Figure 1. Cell classes on the final placement.
(4 px per um) Fill, decap, tap and diode cells in grey.
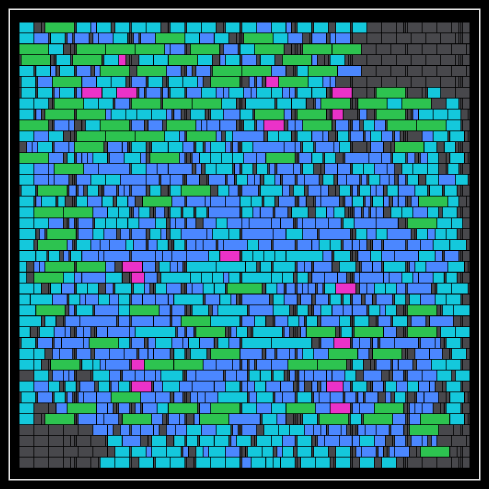
Figure 2. Clock network drawn from the DEF.
(3 px per um)
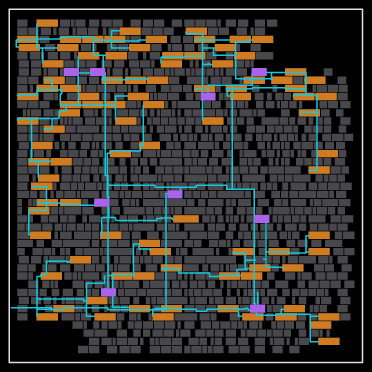
Figure 3. Routing congestion.
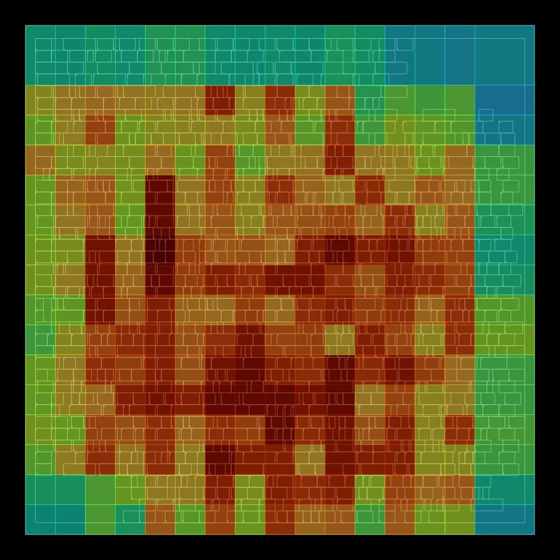
==> src/rtl/fetch_sequencer.sv <==
// Instruction-fetch sequencer: next-PC select, redirect buffering across stalls, IF/ID register.
// Optional FETCH_PERF_CNT_EN adds saturating stall/flush/redirect counters.
module fetch_sequencer #(
    parameter int                 WIDTH     = 32,
    parameter logic [WIDTH-1:0]   NOP_INSTR = '0,
    parameter logic [WIDTH-1:0]   PC_RESET  = '0
) (
    input  logic             clk,
    input  logic             rst,
    input  logic [WIDTH-1:0] pc_in,
    input  logic [WIDTH-1:0] instr_in,
    input  logic             stall,
    input  logic             flush,
    input  logic             branch_taken,
    input  logic [WIDTH-1:0] branch_target,
    input  logic             jump,
    input  logic [WIDTH-1:0] jump_target,
    output logic [WIDTH-1:0] pc_next,
    output logic [WIDTH-1:0] ifid_instr,
    output logic [WIDTH-1:0] ifid_pc4,
    output logic             ifid_valid,
    output logic             redirect_pending
`ifdef FETCH_PERF_CNT_EN
    ,
    output logic [31:0]      stall_cycles,
    output logic [31:0]      flush_count,
    output logic [31:0]      redirect_count
`endif
);

    localparam logic [WIDTH-1:0] ALIGN_MASK = {{(WIDTH-2){1'b1}}, 2'b00};

    logic [WIDTH-1:0] pc_plus4;
    logic             redirect;
    logic [WIDTH-1:0] live_target;
    logic             pend_valid;
    logic [WIDTH-1:0] pend_target;

    assign pc_plus4    = pc_in + WIDTH'(4);
    assign redirect    = jump | branch_taken;
    assign live_target = (jump ? jump_target : branch_target) & ALIGN_MASK;

    always_comb begin
        pc_next = pc_plus4;
        if (rst)             pc_next = PC_RESET;
        else if (stall)      pc_next = pc_in;
        else if (redirect)   pc_next = live_target;
        else if (pend_valid) pc_next = pend_target;
    end

    // A redirect seen while stalled is parked here until the first non-stall cycle.
    always_ff @(posedge clk) begin
        if (rst) begin
            pend_valid  <= 1'b0;
            pend_target <= '0;
        end else if (stall && redirect) begin
            pend_valid  <= 1'b1;
            pend_target <= live_target;
        end else if (!stall && (redirect || pend_valid)) begin
            pend_valid  <= 1'b0;
        end
    end

    assign redirect_pending = pend_valid;

    always_ff @(posedge clk) begin
        if (rst || flush) begin
            ifid_instr <= NOP_INSTR;
            ifid_pc4   <= '0;
            ifid_valid <= 1'b0;
        end else if (!stall) begin
            ifid_instr <= instr_in;
            ifid_pc4   <= pc_plus4;
            ifid_valid <= 1'b1;
        end
    end

`ifdef FETCH_PERF_CNT_EN
    logic redirect_sel;
    assign redirect_sel = !stall && (redirect || pend_valid);

    always_ff @(posedge clk) begin
        if (rst) begin
            stall_cycles   <= '0;
            flush_count    <= '0;
            redirect_count <= '0;
        end else begin
            if (stall && stall_cycles != '1)
                stall_cycles <= stall_cycles + 32'd1;
            if (flush && flush_count != '1)
                flush_count <= flush_count + 32'd1;
            if (redirect_sel && redirect_count != '1)
                redirect_count <= redirect_count + 32'd1;
        end
    end
`endif

endmodule

==> config.mk <==
export PLATFORM = sky130hd
export DESIGN_NAME = fetch_sequencer
export DESIGN_NICKNAME = d
export VERILOG_FILES = /design/src/rtl/fetch_sequencer.sv
export SDC_FILE = /design/constraint.sdc
export NUM_CORES = 1
export LEC_CHECK = 0
export CORE_MARGIN = 2
export CORE_UTILIZATION = 45
export CTS_BUF_LIST = sky130_fd_sc_hd__clkbuf_8
export CTS_CLUSTER_SIZE = 25
export DETAILED_ROUTE_END_ITERATION = 16
export HOLD_SLACK_MARGIN = 0.02
export PLACE_DENSITY = 0.82
export SYNTH_ARGS = -nofsm -noshare
export SYNTH_HDL_FRONTEND = slang
export SYNTH_SLANG_ARGS = --single-unit
==> constraint.sdc <==
create_clock -name clk -period 2 [get_ports clk]
set_clock_uncertainty 0.1 [all_clocks]
set_input_delay 0.2 -clock clk [delete_from_list [all_inputs] [get_ports clk]]
set_output_delay 0.2 -clock clk [all_outputs]
set_load 0.02 [all_outputs]
==> tab_implementation.tex <==
% Generated from flow reports
\begin{tabular}{lr}
\hline
Metric & Value \\
\hline
\multicolumn{2}{l}{\textbf{Detailed routing}} \\
Detailed-route vias per instance & 5.82 \\
DRC viols & 0 \\
Aggregate routed wire length & 24.5 mm \\
Number of nets with antenna violations after routing & 0 \\
WL met3 & about 1.9 mm \\
DR iter-0 viols & roughly 650 \\
Sum of met2 wire segment lengths after detailed routing & between 10 and 15 mm \\
Overall via count from detail\_route & 7256 \\
\multicolumn{2}{l}{\textbf{Final timing}} \\
Hold Violations, Final & 0 \\
Fmax & 0.427 GHz \\
RSZ-0062 raised after global routing & true \\
Setup violation total in the final timing report & 30 \\
Setup slack of the critical path after layout & -342 ps \\
Headroom to the max-slew limit & 0.720 \\
Final Hold Slack & 63.0 ps \\
Final critical-path required period & about 2300 ps \\
Actual transition at the worst max-transition pin & roughly 420 ps \\
Final count of pins violating max slew & 0 \\
\multicolumn{2}{l}{\textbf{Synthesis}} \\
EDFF count, synth & 0 \\
Most common flop cell mapped by yosys & dfxtp\_1 \\
Post-synth design cell area & $\sim$5800 sq um \\
Top cell type by total area after synthesis & dfxtp\_1 \\
Post-synthesis async set-or-reset flop share & 0 \\
Number of nets at floorplan & 848 \\
Distinct lib cells & around 65 \\
Portion of synthesized cell area occupied by the leading cell type & 0.333 \\
Cell total in the yosys stat output & 713 \\
Sequential fraction of the synthesis area & 0.333 \\
Synthesized registers & 96 \\
\multicolumn{2}{l}{\textbf{Die}} \\
Total die area & 13700 sq um \\
Floorplan utilization & 0.459 \\
Die W & 117 um \\
Count of pins on the block boundary & 232 \\
Total number of placement rows & $\sim$41 \\
\multicolumn{2}{l}{\textbf{Status}} \\
Violated checks & negative setup slack \\
Run status & finished, violations left \\
\multicolumn{2}{l}{\textbf{Worst hold path}} \\
Worst hold path class & input pin to register \\
\multicolumn{2}{l}{\textbf{Clock tree}} \\
Cells resized by post-CTS repair & 310 \\
CTS tree & yes \\
Clock buffer count from CTS & 9 \\
Cell at the root of the clock tree & clkbuf\_8 \\
Post-CTS Setup Bufs & 25 \\
Buffer levels on the longest clock path & 2 \\
Clock H-tree levels & 3 \\
Total clock sinks & 96 \\
Clock latency on the worst-skew pair & 390 ps \\
\multicolumn{2}{l}{\textbf{Final layout}} \\
Number of diodes & 0 \\
Flop area & 1930 sq um \\
Logic area & 4090 sq um \\
\# nets final & between 1000 and 1500 \\
Layout cells sized above 1 & 0.339 \\
Growth of design area from synthesis to finish & 78.2\% \\
Non-Filler Cell Area, Final & roughly 10000 sq um \\
\multicolumn{2}{l}{\textbf{Worst setup path}} \\
Launch point of the worst path & redirect\_pending \\
Required time at the worst-slack endpoint & 1700 ps \\
Logic depth of the worst path, buffers included & 8 \\
Most Frequent Cell on Critical Path & buf\_4 \\
WS Path Type & register to output pin \\
Worst path slowest cell & dfxtp\_4 \\
Data arrival time of the critical path & $\sim$2000 ps \\
Maximum net fanout on the critical path & 5 \\
Critical Path Sink & pc\_next[21] \\
Worst setup SP type & register \\
Worst reg2reg endpoint & redirect\_pending \\
Critical path, cell by cell & buf\_4 > buf\_8 > nand2\_1 > o21ai\_1 > nand2b\_1 > a31o\_1 > a21oi\_2 > buf\_4 \\
Reg2Reg Setup Slack & 770 ps \\
Longest individual stage delay on the worst path & 410 ps \\
Origin of the critical flop-to-flop path & redirect\_pending \\
Worst reg2reg path depth & 4 \\
CP delay by family, top & AND-OR/OR-AND gates \\
\multicolumn{2}{l}{\textbf{Placed design}} \\
Quantity of I/O buffers inserted on ports & 227 \\
Estimated wirelength of the detail-placed design & between 15 and 20 mm \\
Weighted congestion reported at the end of routability-driven placement & 0.936 \\
\multicolumn{2}{l}{\textbf{GRT}} \\
Wire length of the first global-routing pass & around 35 mm \\
Number of global-route vias before repair & 7031 \\
GRT Total Usage & 0.329 \\
Leftover overflow at the end of global routing & 0 \\
\multicolumn{2}{l}{\textbf{Power}} \\
P\_leak & 4.24 nW \\
\hline
\end{tabular}
Notes on Figure 1 above:
[green] registers | cells: 96
[magenta] clock drivers and dummy loads | cells: 16
[blue] remaining logic cells | cells: 551
[cyan] remaining buffers and delay cells | cells: 412

Notes on Figure 2 above:
[orange] flip-flops | count: 96
[cyan] clock wires | length: 1250 um
[purple] clock-net drivers | count: 9
flops lie: all over the die

Notes on Figure 3 above:
final core occ: 0.818
mean routed wirelength per cell: 19.7 um
layer with the highest usage: met2
met1 track demand over resource: 0.389

## how the worst min path moves through the flow
stage | from | endpoint | cells past startpoint
after floorplan | instr_in[0] | ifid_instr[0] | 2
after global placement | ifid_valid | ifid_valid | 1
final | pc_in[13] | ifid_pc4[13] | 4
after detailed placement | ifid_valid | ifid_valid | 1
after global routing | pc_in[13] | ifid_pc4[13] | 4
after CTS | stall | redirect_pending | 4
## tightest hold or removal path, cell delays in order
cell      delay [ps]
clkbuf_2         120
xnor2_1           70
nand2_1           60
a21oi_1           60
## stage by stage
step	power (mW)	setup WS, ps	utilization	TNS [ps]	cells
2_1_floorplan	2.79	6.97	-	0	713
3_3_place_gp	3.61	-1000	0.738	-30930	1196
3_5_place_dp	3.64	-1050	0.738	-33780	1196
4_1_cts	4.98	-333	0.792	-5640	1237
5_1_grt	5.26	-364	0.818	-7760	1247
6_report	5.10	-342	0.818	-6480	1247
## cell usage in the layout, fill, tap and decap left out, types with 5 or more instances in the layout
cell,synthesis,routed
a311oi_1,8,7
buf_6,0,26
nand3_2,1,5
a211oi_1,33,30
a21oi_2,0,21
a21oi_1,48,26
buf_4,2,172
buf_8,0,6
dfxtp_1,96,95
buf_12,0,11
xor2_1,9,6
dlygate4sd2_1,0,13
xnor2_1,16,14
nor2_1,107,102
clkbuf_8,0,9
mux2i_1,68,68
nor2b_1,5,5
nand3_1,17,12
and4_4,0,6
a221o_1,6,6
and3_1,6,5
o21ai_1,12,11
o31a_1,5,5
nand3b_1,6,6
buf_2,19,10
nand2b_1,10,10
o21ai_0,22,19
inv_1,10,10
nor3_2,3,11
nand4_1,13,13
clkdlybuf4s50_1,0,165
nand2_1,43,42
nor3_1,19,8
## power breakdown
group | internal, mW | switching, mW | leakage (nW)
clock | 0.481 | 0.801 | 0.0945
combinational | 0.895 | 0.860 | 3.36
sequential | 2.01 | 0.0578 | 0.788
## layout make-up
class                      instances  area share
inverter                          11     0.00401
multi-input combinational        540       0.397
clock buffer                       9      0.0120
timing repair buffer             412       0.373
sequential                        96       0.187
tap                              172      0.0209
clock inverter                     7     0.00596
## cell usage after synthesis (7+ instances only)
cell / instances
a211oi_1: 33
a21oi_1: 48
a311oi_1: 8
and4_1: 8
buf_1: 7
buf_2: 19
clkbuf_1: 38
dfxtp_1: 96
inv_1: 10
mux2i_1: 68
nand2_1: 43
nand2b_1: 10
nand3_1: 17
nand4_1: 13
nor2_1: 107
nor3_1: 19
o21ai_0: 22
o21ai_1: 12
xnor2_1: 16
xor2_1: 9
## logic make-up (layout without fill, tap and decap cells)
logic type	count (synthesis)	in the layout	share of synthesized area
simple gates	266	266	0.241
compound gates	178	178	0.208
flops	96	96	0.333
buf+inv	77	439	0.0555
mux	70	70	0.122
xor+xnor	25	25	0.0379
fa+ha+maj	1	1	0.00217
## layer usage
| layer | vias to the layer above | GRT usage |
|---|---|---|
| li1 | 3304 | - |
| met1 | 3447 | 0.389 |
| met2 | 402 | 0.564 |
| met3 | 103 | 0.0654 |
| met4 | 0 | 0.168 |
| met5 | - | 0 |
## flip-flops by register name, summed over array words and instances (netlist names)
signal,flops
ifid_valid,1
ifid_pc4,32
ifid_instr,32
redirect_pending,1
pend_target,30
No activity file was given, so power comes from the tool's default toggle rates.
